**Wires at chosen ports, followed through buffers**

Bar = 20 um.
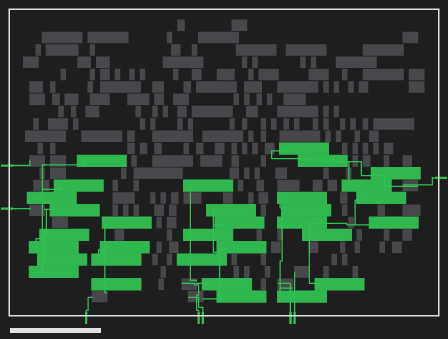
**Track usage over the die**

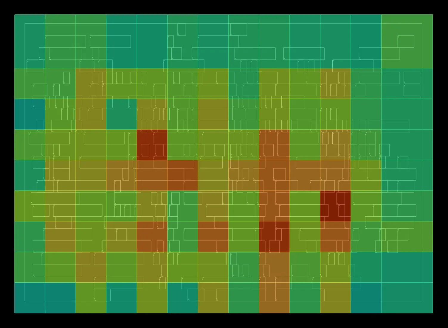
**Routed clock nets over the placement**

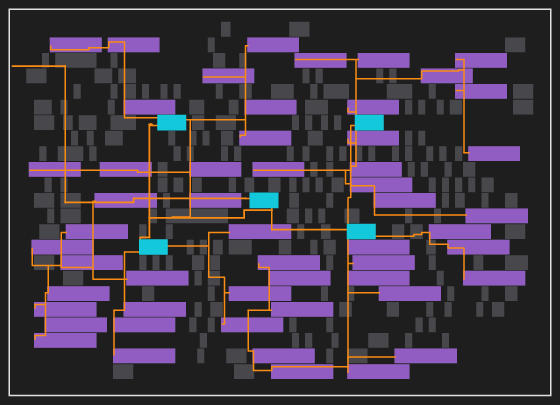
[src/rtl/byte_serializer_pkg.sv]
// byte_serializer_pkg: shared byte width and serializer FSM encoding
package byte_serializer_pkg;
    localparam int BYTE_W = 8;
    typedef enum logic {IDLE = 1'b0, SHIFT = 1'b1} state_t;
endpackage

[src/rtl/byte_serializer_if.sv]
// byte_serializer_if: upstream byte valid/ready handshake
interface byte_serializer_if;
    import byte_serializer_pkg::*;
    logic              byte_valid;
    logic [BYTE_W-1:0] byte_in;
    logic              byte_ready;
    modport master (output byte_valid, byte_in, input byte_ready);
    modport slave (input byte_valid, byte_in, output byte_ready);
endinterface

[src/rtl/byte_fifo.sv]
// byte_fifo: show-ahead byte FIFO with occupancy counter and synchronous flush
module byte_fifo
    import byte_serializer_pkg::*;
#(
    parameter int DEPTH = 4
) (
    input  logic              clk,
    input  logic              rst_n,
    input  logic              push,
    input  logic              pop,
    input  logic              flush,
    input  logic [BYTE_W-1:0] din,
    output logic [BYTE_W-1:0] dout,
    output logic              full,
    output logic              empty
);
    localparam int AW = $clog2(DEPTH);
    logic [BYTE_W-1:0] mem [DEPTH];
    logic [AW-1:0] wptr_q, wptr_d, rptr_q, rptr_d;
    logic [AW:0]   cnt_q, cnt_d;
    logic          do_push, do_pop;
    assign full    = cnt_q == (AW+1)'(DEPTH);
    assign empty   = cnt_q == '0;
    assign do_push = push && !full && !flush;
    assign do_pop  = pop && !empty && !flush;
    assign dout    = mem[rptr_q];
    // pointers wrap naturally since DEPTH is a power of two; flush zeroes everything
    always_comb begin
        wptr_d = flush ? '0 : wptr_q + AW'(do_push);
        rptr_d = flush ? '0 : rptr_q + AW'(do_pop);
        cnt_d  = flush ? '0 : cnt_q + (AW+1)'(do_push) - (AW+1)'(do_pop);
    end
    // valid-tracking state register
    always_ff @(posedge clk or negedge rst_n) begin
        if (!rst_n) begin
            wptr_q <= '0;
            rptr_q <= '0;
            cnt_q  <= '0;
        end else begin
            wptr_q <= wptr_d;
            rptr_q <= rptr_d;
            cnt_q  <= cnt_d;
        end
    end
    // storage needs no reset; occupancy decides what is valid
    always_ff @(posedge clk) begin
        if (do_push) mem[wptr_q] <= din;
    end
endmodule

[src/rtl/byte_serializer.sv]
// byte_serializer: queues bytes and shifts them out one bit per cycle
module byte_serializer
    import byte_serializer_pkg::*;
#(
    parameter int DEPTH     = 4,
    parameter bit MSB_FIRST = 1'b1
) (
    input  logic                    clk,
    input  logic                    rst_n,
    input  logic                    flush,
    byte_serializer_if.slave        up,
    output logic                    bit_out,
    output logic                    bit_valid,
    output logic                    frame_start,
    output logic                    busy
);
    state_t            state_q, state_d;
    logic [2:0]        cnt_q, cnt_d;
    logic [BYTE_W-1:0] sh_q, sh_d, dout;
    logic              bit_out_q, bit_out_d, bit_valid_q, bit_valid_d, fs_q, fs_d;
    logic              full, empty, push, pop, last;
    function automatic logic head(input logic [BYTE_W-1:0] b);
        return MSB_FIRST ? b[BYTE_W-1] : b[0];
    endfunction
    function automatic logic [BYTE_W-1:0] adv(input logic [BYTE_W-1:0] b);
        return MSB_FIRST ? {b[BYTE_W-2:0], 1'b0} : {1'b0, b[BYTE_W-1:1]};
    endfunction
    assign last          = state_q == IDLE || cnt_q == 3'd7;
    assign push          = up.byte_valid && !full && !flush;
    assign pop           = !flush && !empty && last;
    assign up.byte_ready = !full;
    assign busy          = state_q == SHIFT || !empty;
    assign bit_out       = bit_out_q;
    assign bit_valid     = bit_valid_q;
    assign frame_start   = fs_q;
    byte_fifo #(.DEPTH(DEPTH)) u_fifo (
        .clk   (clk),
        .rst_n (rst_n),
        .push  (push),
        .pop   (pop),
        .flush (flush),
        .din   (up.byte_in),
        .dout  (dout),
        .full  (full),
        .empty (empty)
    );
    // next state: flush aborts, a pop (re)loads the shifter, otherwise shift or go idle
    always_comb begin
        state_d     = state_q;
        cnt_d       = cnt_q + 3'd1;
        sh_d        = adv(sh_q);
        bit_out_d   = head(sh_q);
        bit_valid_d = 1'b1;
        fs_d        = 1'b0;
        if (flush || (last && !pop)) begin
            state_d     = IDLE;
            cnt_d       = '0;
            sh_d        = '0;
            bit_out_d   = 1'b0;
            bit_valid_d = 1'b0;
        end else if (pop) begin
            state_d   = SHIFT;
            cnt_d     = '0;
            sh_d      = adv(dout);
            bit_out_d = head(dout);
            fs_d      = state_q == IDLE;
        end
    end
    // state register and registered serial outputs
    always_ff @(posedge clk or negedge rst_n) begin
        if (!rst_n) begin
            state_q     <= IDLE;
            cnt_q       <= '0;
            sh_q        <= '0;
            bit_out_q   <= 1'b0;
            bit_valid_q <= 1'b0;
            fs_q        <= 1'b0;
        end else begin
            state_q     <= state_d;
            cnt_q       <= cnt_d;
            sh_q        <= sh_d;
            bit_out_q   <= bit_out_d;
            bit_valid_q <= bit_valid_d;
            fs_q        <= fs_d;
        end
    end
endmodule

[src/flat_wrapper.sv]
// flat-port wrapper written by rule: the top's interface ports become plain ports
module byte_serializer_flat import byte_serializer_pkg::*;
#(
    parameter int DEPTH     = 4,
    parameter bit MSB_FIRST = 1'b1
)
  (clk, rst_n, flush, bit_out, bit_valid, frame_start, busy, up_byte_valid, up_byte_in, up_byte_ready);
  byte_serializer_if up_i ();
  input  logic clk;
  input  logic rst_n;
  input  logic flush;
  output logic bit_out;
  output logic bit_valid;
  output logic frame_start;
  output logic busy;
  input wire logic [$bits(up_i.byte_valid)-1:0] up_byte_valid;
  input wire logic [$bits(up_i.byte_in)-1:0] up_byte_in;
  output wire logic [$bits(up_i.byte_ready)-1:0] up_byte_ready;
  assign up_i.byte_valid = up_byte_valid;
  assign up_i.byte_in = up_byte_in;
  assign up_byte_ready = up_i.byte_ready;
  byte_serializer #(.DEPTH(DEPTH), .MSB_FIRST(MSB_FIRST)) u_core (.clk(clk), .rst_n(rst_n), .flush(flush), .up(up_i), .bit_out(bit_out), .bit_valid(bit_valid), .frame_start(frame_start), .busy(busy));
endmodule
[config.mk]
export PLATFORM = sky130hd
export DESIGN_NAME = byte_serializer_flat
export DESIGN_NICKNAME = d
export VERILOG_FILES = /design/src/rtl/byte_serializer_pkg.sv /design/src/rtl/byte_serializer_if.sv /design/src/rtl/byte_fifo.sv /design/src/rtl/byte_serializer.sv /design/src/flat_wrapper.sv
export SDC_FILE = /design/constraint.sdc
export NUM_CORES = 1
export LEC_CHECK = 0
export ABC_AREA = 1
export CAP_MARGIN = 10
export CELL_PAD_IN_SITES_DETAIL_PLACEMENT = 1
export CELL_PAD_IN_SITES_GLOBAL_PLACEMENT = 1
export CORE_ASPECT_RATIO = 0.7
export CORE_MARGIN = 2
export CORE_UTILIZATION = 40
export CTS_CLUSTER_SIZE = 25
export DETAILED_ROUTE_END_ITERATION = 8
export GPL_TIMING_DRIVEN = 0
export PLACE_DENSITY_LB_ADDON = 0.25
export SLEW_MARGIN = 20
export SYNTH_ARGS = -nofsm -noshare
export SYNTH_HDL_FRONTEND = slang
export SYNTH_SLANG_ARGS = --single-unit
[constraint.sdc]
create_clock -name clk -period 2.5 [get_ports clk]
set_clock_uncertainty 0.15 [all_clocks]
set_input_delay 0.375 -clock clk [delete_from_list [all_inputs] [get_ports clk]]
set_output_delay 0.375 -clock clk [all_outputs]
set_load 0.1 [all_outputs]
==> ci_impl_report.md <==
### Yosys + OpenROAD results

| Metric | Value |
|---|---|
| R2R Path End | u_core.u_fifo.cnt_q[2]$_DFF_PN0_ |
| Post-Synth AOI/OAI Area | 0.875% |
| CTS tree | built |
| Max Freq | around 0.42 GHz |
| Fill cell total of the finished layout | approximately 640 |
| Cell repeated most along the worst path | ha_1 |
| Clock root buffer master | clkbuf_8 |
| Top pwr grp | registers |
| Hold-critical path endpoint | u_core.cnt_q[0]$_DFF_PN0_ |
| Largest register by flop count | u_core.u_fifo.mem |
| Layout cells sized above 1 | ~16% |
| Largest net degree at the start of global routing | 22 |
| Async SR Flop Fraction | just under 40% |
| Well Taps | 75 |
| Total inserted antenna cells | 0 |
| Yosys warns | 0 |
| Reg power frac | 41.3% |
| Leakage | between 0.001 and 0.0015 uW |
| Final wirelength | around 4500 um |
| Final instance area | roughly 0.0027 sq mm |
| Core Region | ~0.0056 sq mm |
| Int Power | ~1600 uW |
| Starting DRT DRC Count | about 41 |
| Crit Path Category | flip-flop to flip-flop |
| Iteration count of the initial detailed-routing pass | 4 |
| Post-synthesis register bit count | ~53 |
| # Cells Yosys | 218 |
| Buf/Inv on CP | 3 |
| Worst hold path stage count | 1 |
| Data required time of the worst path | between 2 and 3 ns |
| Initial antenna violation count | 0 |
| Layout clock area frac | under 10% |
| Detailed-placement wirelength estimate | around 3200 um |
| WP depth | 12 |
| Number of combinational gates with multiple inputs | 132 |
| Final-layout clock buffer total | 6 |
| Flop2flop setup slack | between 0.1 and 0.15 ns |
| Area taken by flip-flops and latches | 0.00149 sq mm |
| Largest incremental delay on the critical path | about 0.40 ns |
| Synthesized area divided by synthesized cell count | 10.5 sq um |
| Uppermost layer routed | met4 |
| Non-Clock Buffer Area Fraction | under 10% |
| Sequential cell area fraction in the yosys report | 65.0% |
| Depth of the worst register-to-register path | 12 |
| Post-Place Cells | ~310 |
| Combinational share of power | a little under two fifths |
| Most common logic cells in the final layout | nor2_1, nand2_1, edfxtp_1 |
| Fraction of area in multi-input gates | between 20% and 30% |
| Tot Pwr | about 2600 uW |
| Share of cell area taken by flip-flops and latches | 55.3% |
| Most numerous logic cell after layout | nor2_1 |
| Total of endpoints with negative setup slack in the final report | 0 |
| RePlAce Congestion | just under 0.8 |
| Die outline width | around 94 um |
| Crit path time final | 2.38 ns |
| Global router's overall resource usage | 16.1% |
| Min-Delay Startpoint | u_core.cnt_q[0]$_DFF_PN0_ |
| Number of warnings the tools reported | 27 |
| Number of enable flip-flop cells | 32 |
| Flip-flop cell with the highest count after synthesis | edfxtp_1 |
| Result of the run | finished clean |
| Worst IR Drop VDD | between 400 and 500 uV |
| Setup crit end | u_core.u_fifo.cnt_q[2]$_DFF_PN0_ |
| Max reg flops | 32 |
| Core utilization before placement | between 40% and 50% |
| Family with the most delay on the worst path | adder cells |
| Setup repair after global routing missed its margin | yes |
| Seq power | 1080 uW |
| Worst setup EP type | flip-flop |
| XOR/XNOR Area Share | around 1.5% |
| Post-synth cell types | 23 |
| Pre-CTS setup slack | -0.188 ns |
| Count of plain and timing-repair buffers | 24 |
| Final nets | ~260 |
| GRT overflow | 0 |
| Number of cells produced by synthesis | approximately 220 |
| Final Slew Violations | 0 |
| Crit. Startpoint | u_core.cnt_q[0]$_DFF_PN0_ |
| Startpoint Class | flip-flop |
| Final-layout setup total negative slack | 0 ns |
| DRT met1 WL | 2300 um |
| Wire length on met3 | ~160 um |
| Post-layout instance count excluding filler cells | roughly 320 |
| Number of sequential cells | approximately 53 |
| Number of logic inverters in the finished layout | 27 |
| Routed Antenna Nets | 0 |
Back to the opening pictures, 'wires at chosen ports, followed through buffers':
green -> `up_byte_in`  # bits 8, direction input, edge 5 bottom, 2 left, 1 right, end cells 32, buffers 8, wire 320 um
ports placed on the boundary: 17
port buffer count: 16

Back to the opening pictures, 'track usage over the die':
layer carrying the most global-route usage: met2
global-route met2 utilization: 25.7%
met1 Track Usage GR: 22.1%
routed length per placed instance: 14.1 um
met3 global-route usage: 3.68%

Back to the opening pictures, 'routed clock nets over the placement':
cyan -> clock drivers  # count 5
purple -> flip-flops  # count 53
orange -> clock wires  # length 630 um
flops lie = all over the die
clock latency of the later-clocked register in the worst-skew pair: 0.30 ns
Clock Power: 571 uW
clock group share of total power: 21.8%

[synthesized netlist by cell type, drive strengths merged, types with 2 or more instances]
cell	number	area (sq um)
a21oi	2	10.0
buf	6	53.8
dfrtp	21	526
edfxtp	32	961
ha	4	50.1
inv	27	104
nand2	37	141
nand3	10	50.1
nor2	52	208
nor3	4	20.0
o21ai	2	10.0
or2	15	93.8
xnor2	2	17.5
xor2	2	17.5
[repair_timing]
| action | in CTS | in global routing |
|---|---|---|
| endpoints found under the hold margin | 0 | 0 |
| setup endpoints to repair | 2 | 3 |
| gates resized | 2 | 4 |
| cloned | 0 | 0 |
| buffers inserted | 0 | 2 |
Power figures rest on the tool's default switching activity, not on a simulated workload.
